**src/rtl/ifu_fetch_seq.sv**
```systemverilog
// Fetch sequencer: produces group-aligned IMEM requests and queues the returned
// fetch groups for IDU. Redirects use an epoch bit to discard stale responses.
`timescale 1ns/1ps
module ifu_fetch_seq #(
  parameter int PC_W      = 32,
  parameter int INST_W    = 32,
  parameter int FETCH_W   = 2,
  parameter int BUF_DEPTH = 2
) (
  input  logic                      clk,
  input  logic                      rst_n,
  input  logic                      start_pulse,
  input  logic [PC_W-1:0]           start_pc,
  input  logic                      core_running,
  input  logic                      wfi_req,
  input  logic                      bru_flush,
  input  logic [PC_W-1:0]           bru_redir_pc,
  output logic                      imem_req,
  output logic [PC_W-1:0]           imem_addr,
  input  logic [FETCH_W*INST_W-1:0] imem_rdata,
  output logic                      out_vld,
  input  logic                      out_rdy,
  output logic [PC_W-1:0]           out_pc,
  output logic [FETCH_W-1:0]        out_slot_vld,
  output logic [FETCH_W*INST_W-1:0] out_inst,
  output logic                      out_pc_unalign,
  output logic                      idle
);

  localparam int OFF_W = $clog2(FETCH_W*4);
  localparam int PTR_W = (BUF_DEPTH > 1) ? $clog2(BUF_DEPTH) : 1;
  localparam int CNT_W = $clog2(BUF_DEPTH+1);
  localparam logic [PC_W-1:0] STEP  = PC_W'(FETCH_W*4);
  localparam logic [PC_W-1:0] ALIGN = ~PC_W'(FETCH_W*4-1);

  typedef enum logic [1:0] {S_IDLE, S_RUN, S_HALT} state_t;

  state_t                    state, state_nxt;
  logic [PC_W-1:0]           fpc, fpc_nxt, sel_pc, req_pc;
  logic                      epoch, inflight, req_epoch;
  logic [FETCH_W-1:0]        sel_mask, req_mask;
  logic [OFF_W-1:0]          slot_idx;
  logic                      redirect, unalign, issue, pop, push;
  logic [CNT_W:0]            occupancy;
  logic [PTR_W-1:0]          rd_ptr, wr_ptr;
  logic [CNT_W-1:0]          count;
  logic [PC_W-1:0]           q_pc   [BUF_DEPTH];
  logic [FETCH_W-1:0]        q_mask [BUF_DEPTH];
  logic [FETCH_W*INST_W-1:0] q_inst [BUF_DEPTH];

  function automatic logic [PTR_W-1:0] ptr_inc(input logic [PTR_W-1:0] p);
    return (p == PTR_W'(BUF_DEPTH-1)) ? '0 : p + PTR_W'(1);
  endfunction

  // Issue decision: a redirect treats the queue and in-flight slot as already empty.
  always_comb begin
    redirect  = start_pulse | bru_flush;
    sel_pc    = start_pulse ? start_pc : (bru_flush ? bru_redir_pc : fpc);
    imem_addr = sel_pc & ALIGN;
    unalign   = (sel_pc[1:0] != 2'b00);
    slot_idx  = sel_pc[OFF_W-1:0] >> 2;
    for (int i = 0; i < FETCH_W; i++) sel_mask[i] = (i >= int'(slot_idx));
    pop       = out_vld & out_rdy & ~redirect;
    push      = inflight & (req_epoch == epoch) & ~redirect;
    occupancy = redirect ? '0
              : (CNT_W+1)'(count) + (CNT_W+1)'(inflight) - (CNT_W+1)'(pop);
    issue     = ((state == S_RUN) | redirect) & (core_running | start_pulse)
              & (~wfi_req | redirect) & (occupancy < (CNT_W+1)'(BUF_DEPTH));
    imem_req  = issue;
  end

  always_comb begin
    state_nxt = state;
    fpc_nxt   = fpc;
    if (issue & unalign)                 state_nxt = S_HALT;
    else if (redirect)                   state_nxt = S_RUN;
    else if (state == S_RUN && wfi_req)  state_nxt = S_HALT;
    // A redirect that cannot issue yet still remembers its target.
    if (issue & ~unalign)                fpc_nxt = imem_addr + STEP;
    else if (redirect)                   fpc_nxt = sel_pc;
  end

  always_ff @(posedge clk or negedge rst_n) begin
    if (!rst_n) begin
      state     <= S_IDLE;
      fpc       <= '0;
      epoch     <= 1'b0;
      inflight  <= 1'b0;
      req_epoch <= 1'b0;
      req_pc    <= '0;
      req_mask  <= '0;
      rd_ptr    <= '0;
      wr_ptr    <= '0;
      count     <= '0;
    end else begin
      state    <= state_nxt;
      fpc      <= fpc_nxt;
      inflight <= issue;
      if (redirect) epoch <= ~epoch;
      if (issue) begin
        req_pc    <= sel_pc;
        req_mask  <= sel_mask;
        req_epoch <= epoch ^ redirect;
      end
      if (redirect) begin
        rd_ptr <= '0;
        wr_ptr <= '0;
        count  <= '0;
      end else begin
        if (push) wr_ptr <= ptr_inc(wr_ptr);
        if (pop)  rd_ptr <= ptr_inc(rd_ptr);
        count <= count + CNT_W'(push) - CNT_W'(pop);
      end
    end
  end

  always_ff @(posedge clk) begin
    if (push) begin
      q_pc[wr_ptr]   <= req_pc;
      q_mask[wr_ptr] <= req_mask;
      q_inst[wr_ptr] <= imem_rdata;
    end
  end

  always_comb begin
    out_vld        = (count != '0);
    out_pc         = out_vld ? q_pc[rd_ptr]   : '0;
    out_slot_vld   = out_vld ? q_mask[rd_ptr] : '0;
    out_inst       = out_vld ? q_inst[rd_ptr] : '0;
    out_pc_unalign = out_vld & (out_pc[1:0] != 2'b00);
    idle           = (state != S_RUN) & (count == '0) & ~inflight;
  end

endmodule

```
**config.mk**
```make
export PLATFORM = sky130hd
export DESIGN_NAME = ifu_fetch_seq
export DESIGN_NICKNAME = d
export VERILOG_FILES = /design/src/rtl/ifu_fetch_seq.sv
export SDC_FILE = /design/constraint.sdc
export NUM_CORES = 1
export LEC_CHECK = 0
export CAP_MARGIN = 20
export CORE_MARGIN = 4
export CORE_UTILIZATION = 35
export DETAILED_ROUTE_END_ITERATION = 8
export PLACE_DENSITY = 0.62
export SLEW_MARGIN = 20
export SYNTH_ARGS = -nofsm -noshare
export SYNTH_HDL_FRONTEND = slang
export SYNTH_SLANG_ARGS = --single-unit
```
**constraint.sdc**
```tcl
create_clock -name clk -period 10.33 [get_ports clk]
set_input_delay 1.033 -clock clk [delete_from_list [all_inputs] [get_ports clk]]
set_output_delay 1.033 -clock clk [all_outputs]
set_load 0.005 [all_outputs]
```
Fig. 1: run 1, metal 1
Supply wires on this layer in grey. Cells faint in the background.
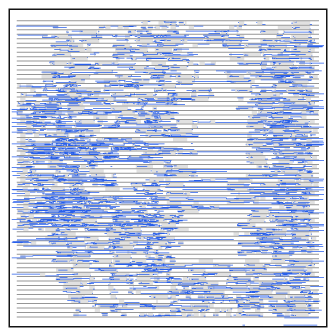
wire length on this layer	13100 um
main direction	horizontal
share of all routed wire	43%
nets with wire on the layer	1134
final wirelength: 30350 um
Vias: 7610
met1 Resource Use GR: 0.2139

Fig. 2: run 1, clock nets
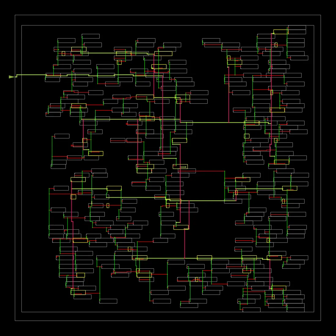
clk_lat worst skew: 0.54 ns
CTS Sinks: 271
sequential cells: 271
total CTS buffers: 29
clock buffers: 39

Fig. 3: run 1, clock wires, drivers and flops
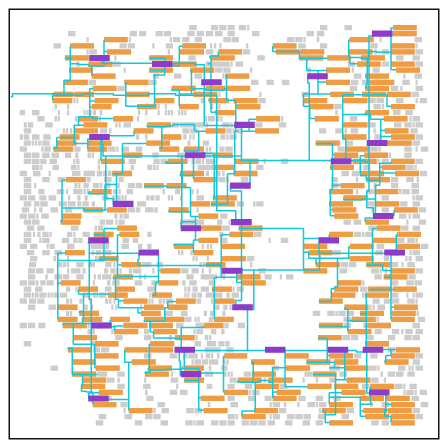
[cells driving clock nets] purple | count: 29
[flip-flops] orange | count: 271
[clock wires] cyan | length: 3410 um
routed clock nets	30
skew final: 0.01807 ns
Clock Power Share: 0.380
Clk power: 1.02 mW

==> results.yml, run 1 <==
# yosys + openroad results
run_status:
  status: "complete, no violations"
global_routing:
  grt.total_usage: 0.1606
  grt_max_degree: 82
route:
  drc: 0
  postRouteAntennaNets: 0
  viasPerCell: 4.786
final_layout:
  seq_area_frac: 0.5005
  final_core_util: 0.4721
  area_growth_pct: 31.74
  drive_gt1_frac: 0.07404
  comb_area_um2: 3478
  nMultiInputCombCells: 532
  n_all_buffers: 273
timing:
  slew_violations: 0
  setup_viol: 0
  layout_min_cycle_time_ns: 6.705
critical_path:
  r2r-start: "count[1]$_DFF_PN0_"
  endpoint_kind: "output pin"
  path_max_fanout: 67
  critPathRequiredTime_ns: 9.30
clocking:
  cts_tree: "yes"
  postCtsSetupBuffers: 0
  cts_buffer_depth: 3
  cts_root_buffer: "clkbuf_16"
  clk_pin_slew_ns: 0.06
  htree_num_levels: 1
power:
  ir_worst_vdd_mv: 0.1053
  pg_comb_uw: 340
logic_synthesis:
  async_flop_share: 0.2768
  synth-main-ff-cell: "edfxtp_1"
  ys.warnings.count: 0
  yosys-top-cells-count: "edfxtp_1 (196), mux2i_1 (134), nor2_1 (120)"
  synth_top_area_share: 0.4997
  synth-seq-cells: 271
  ys_types: 57
placed_design:
  gp_congestion: 0.7821
  io_buffer_count: 265
floorplan:
  fp-utilization: 0.3584
  fp.dieH_um: 191.5
  rows: 66
  core_area_um2: 32870
## run 1: sequential cells by signal, indices dropped and copies added (netlist names)
name	cells
count	2
q_mask	4
q_pc	64
fpc	32
req_pc	32
epoch	1
inflight	1
req_mask	2
wr_ptr	1
req_epoch	1
q_inst	128
rd_ptr	1
state	2
## run 1: worst max-delay path, delay by kind of cell
kind / cells / cell delay, ns
buffers and inverters: 4 / 2.00
and+or+nand+nor: 5 / 1.63
adders and majority gates: 2 / 0.72
AOI/OAI and AO/OA: 1 / 0.22
## run 1: cell families (layout without fill, tap and decap cells)
group           after synthesis  after routing  synth area share
mux                         138            138            0.1177
buf+inv                      95            345           0.04759
other cells                   1              3         0.0003184
compound gates               69             69           0.04090
simple gates                297            297            0.1137
xor+xnor                     20             20           0.01487
flops                       271            271            0.6590
fa+ha+maj                     5              5          0.005949
Fig. 4: run 1, cell sizes after repair
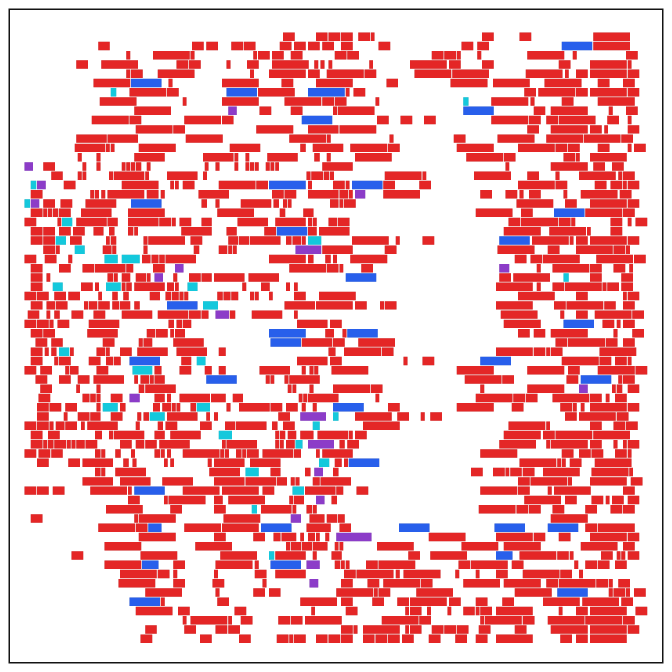

--- run 2 (diff from run 1) ---
- PLACE_DENSITY: 0.62 -> 0.64
- clock period: 10.33 -> 6.15 ns (I/O delays scaled with it)
Fig. 5: run 2, cell sizes after repair
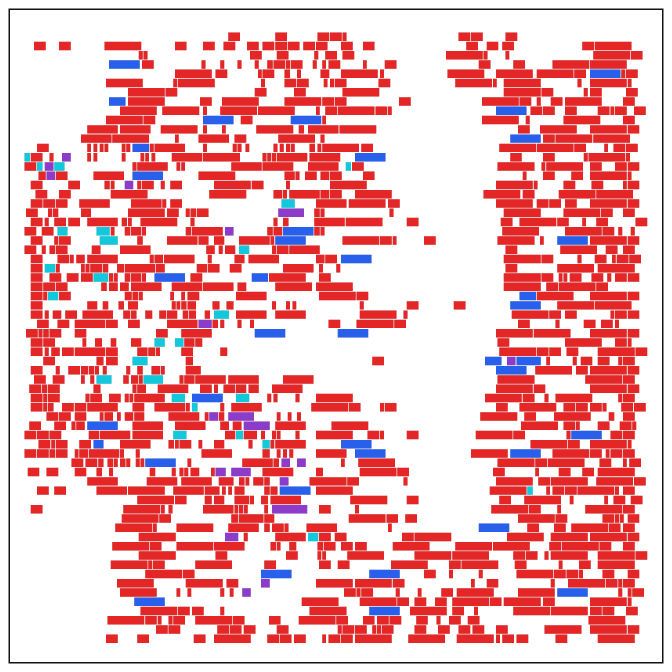
size	colour	cells	share
drive 1 or less	red	1067	93%
drive 3 to 4	purple	20	1.7%
drive 2	cyan	26	2.3%
drive 6 and up	blue	38	3.3%
post-layout instance area: 15540 um2
Setup WS post-layout: 0.9318 ns
Non-Clock Buffer Count: 276
area delta synth->final: 31.91%

==> results.yml, run 2 <==
# yosys + openroad results
global_routing:
  grt_max_degree: 90
  grt.total_usage: 0.1556
final_layout:
  n_clock_buffer: 47
  largest_reg_flops: 128
  largest_registers: "q_inst (128), q_pc (64)"
  flops: 271
  comb_area_um2: 3485
  drive_gt1_frac: 0.07298
timing:
  layout_min_cycle_time_ns: 5.218
  finClkSkew_ns: 0.01000
  slew_violations: 0
route:
  num_vias: 7516
  routed_wl_um: 29680
  drc: 0
critical_path:
  path_buffers: 4
  critPathRequiredTime_ns: 5.53
  r2r-start: "count[1]$_DFF_PN0_"
  endpoint_kind: "output pin"
  path_max_fanout: 47
clocking:
  htree_num_levels: 1
  cts_tree: "yes"
  cts_root_buffer: "clkbuf_16"
  cts_buffer_depth: 3
  clk_pin_slew_ns: 0.06
  cts_buffers: 29
logic_synthesis:
  ys.warnings.count: 0
  logic_family: "multiplexers"
  synth-compound-area-share: 0.04090
  async_flop_share: 0.2768
  synth_top_area_share: 0.4997
  ys_types: 57
  yosys-top-cells-count: "edfxtp_1 (196), mux2i_1 (134), nor2_1 (120)"
  mux_share: 0.1177
  synth-xor-area-share: 0.01487
placed_design:
  io_buffer_count: 265
  gp_congestion: 0.8136
power:
  ir_worst_vdd_mv: 0.2274
  pwr-share-clk: 0.374
  p_clk_mw: 1.67
  pg_comb_uw: 571
floorplan:
  rows: 66
  fp-utilization: 0.3584
  fp.dieH_um: 191.5
run_status:
  status: "complete, no violations"
Fig. 6: run 2, placement by cell class
The bar under the picture is 50 um long.
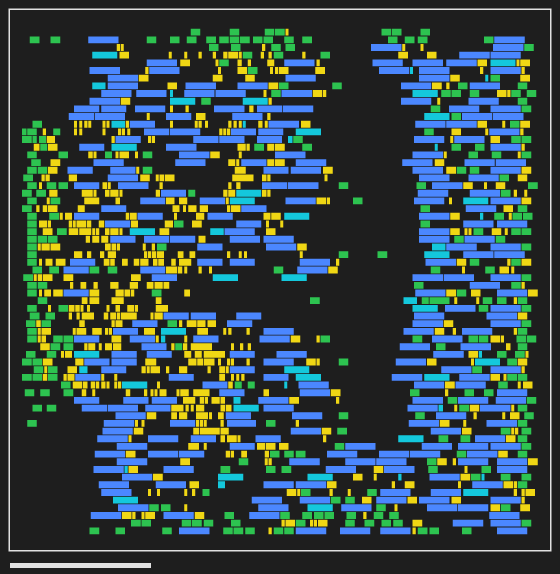
class	colour	cells
clock drivers and dummy loads	cyan	53
all other logic	yellow	551
other buffers and delay cells	green	276
flops	blue	271

run 2: routing by layer:
metal  track usage  vias up
met3       0.04821       39
met2        0.2544      274
li1              -     3608
met5             0        -
met1        0.2056     3591
met4       0.03287        4
run 2: repair_timing:
| item | CTS | global route |
|---|---|---|
| endpoints found under the hold margin | 13 | 0 |
| setup buffers | 0 | 0 |
| hold buffers | 1 | 0 |
run 2: stage by stage:
step,utilization,power (mW)
floorplan,-,2.563
global placement,0.4443,2.833
detailed placement,0.4443,2.845
CTS,0.4727,4.534
global route,0.4727,4.669
finish,0.4727,4.467
Power is estimated from default activity; no workload was simulated.
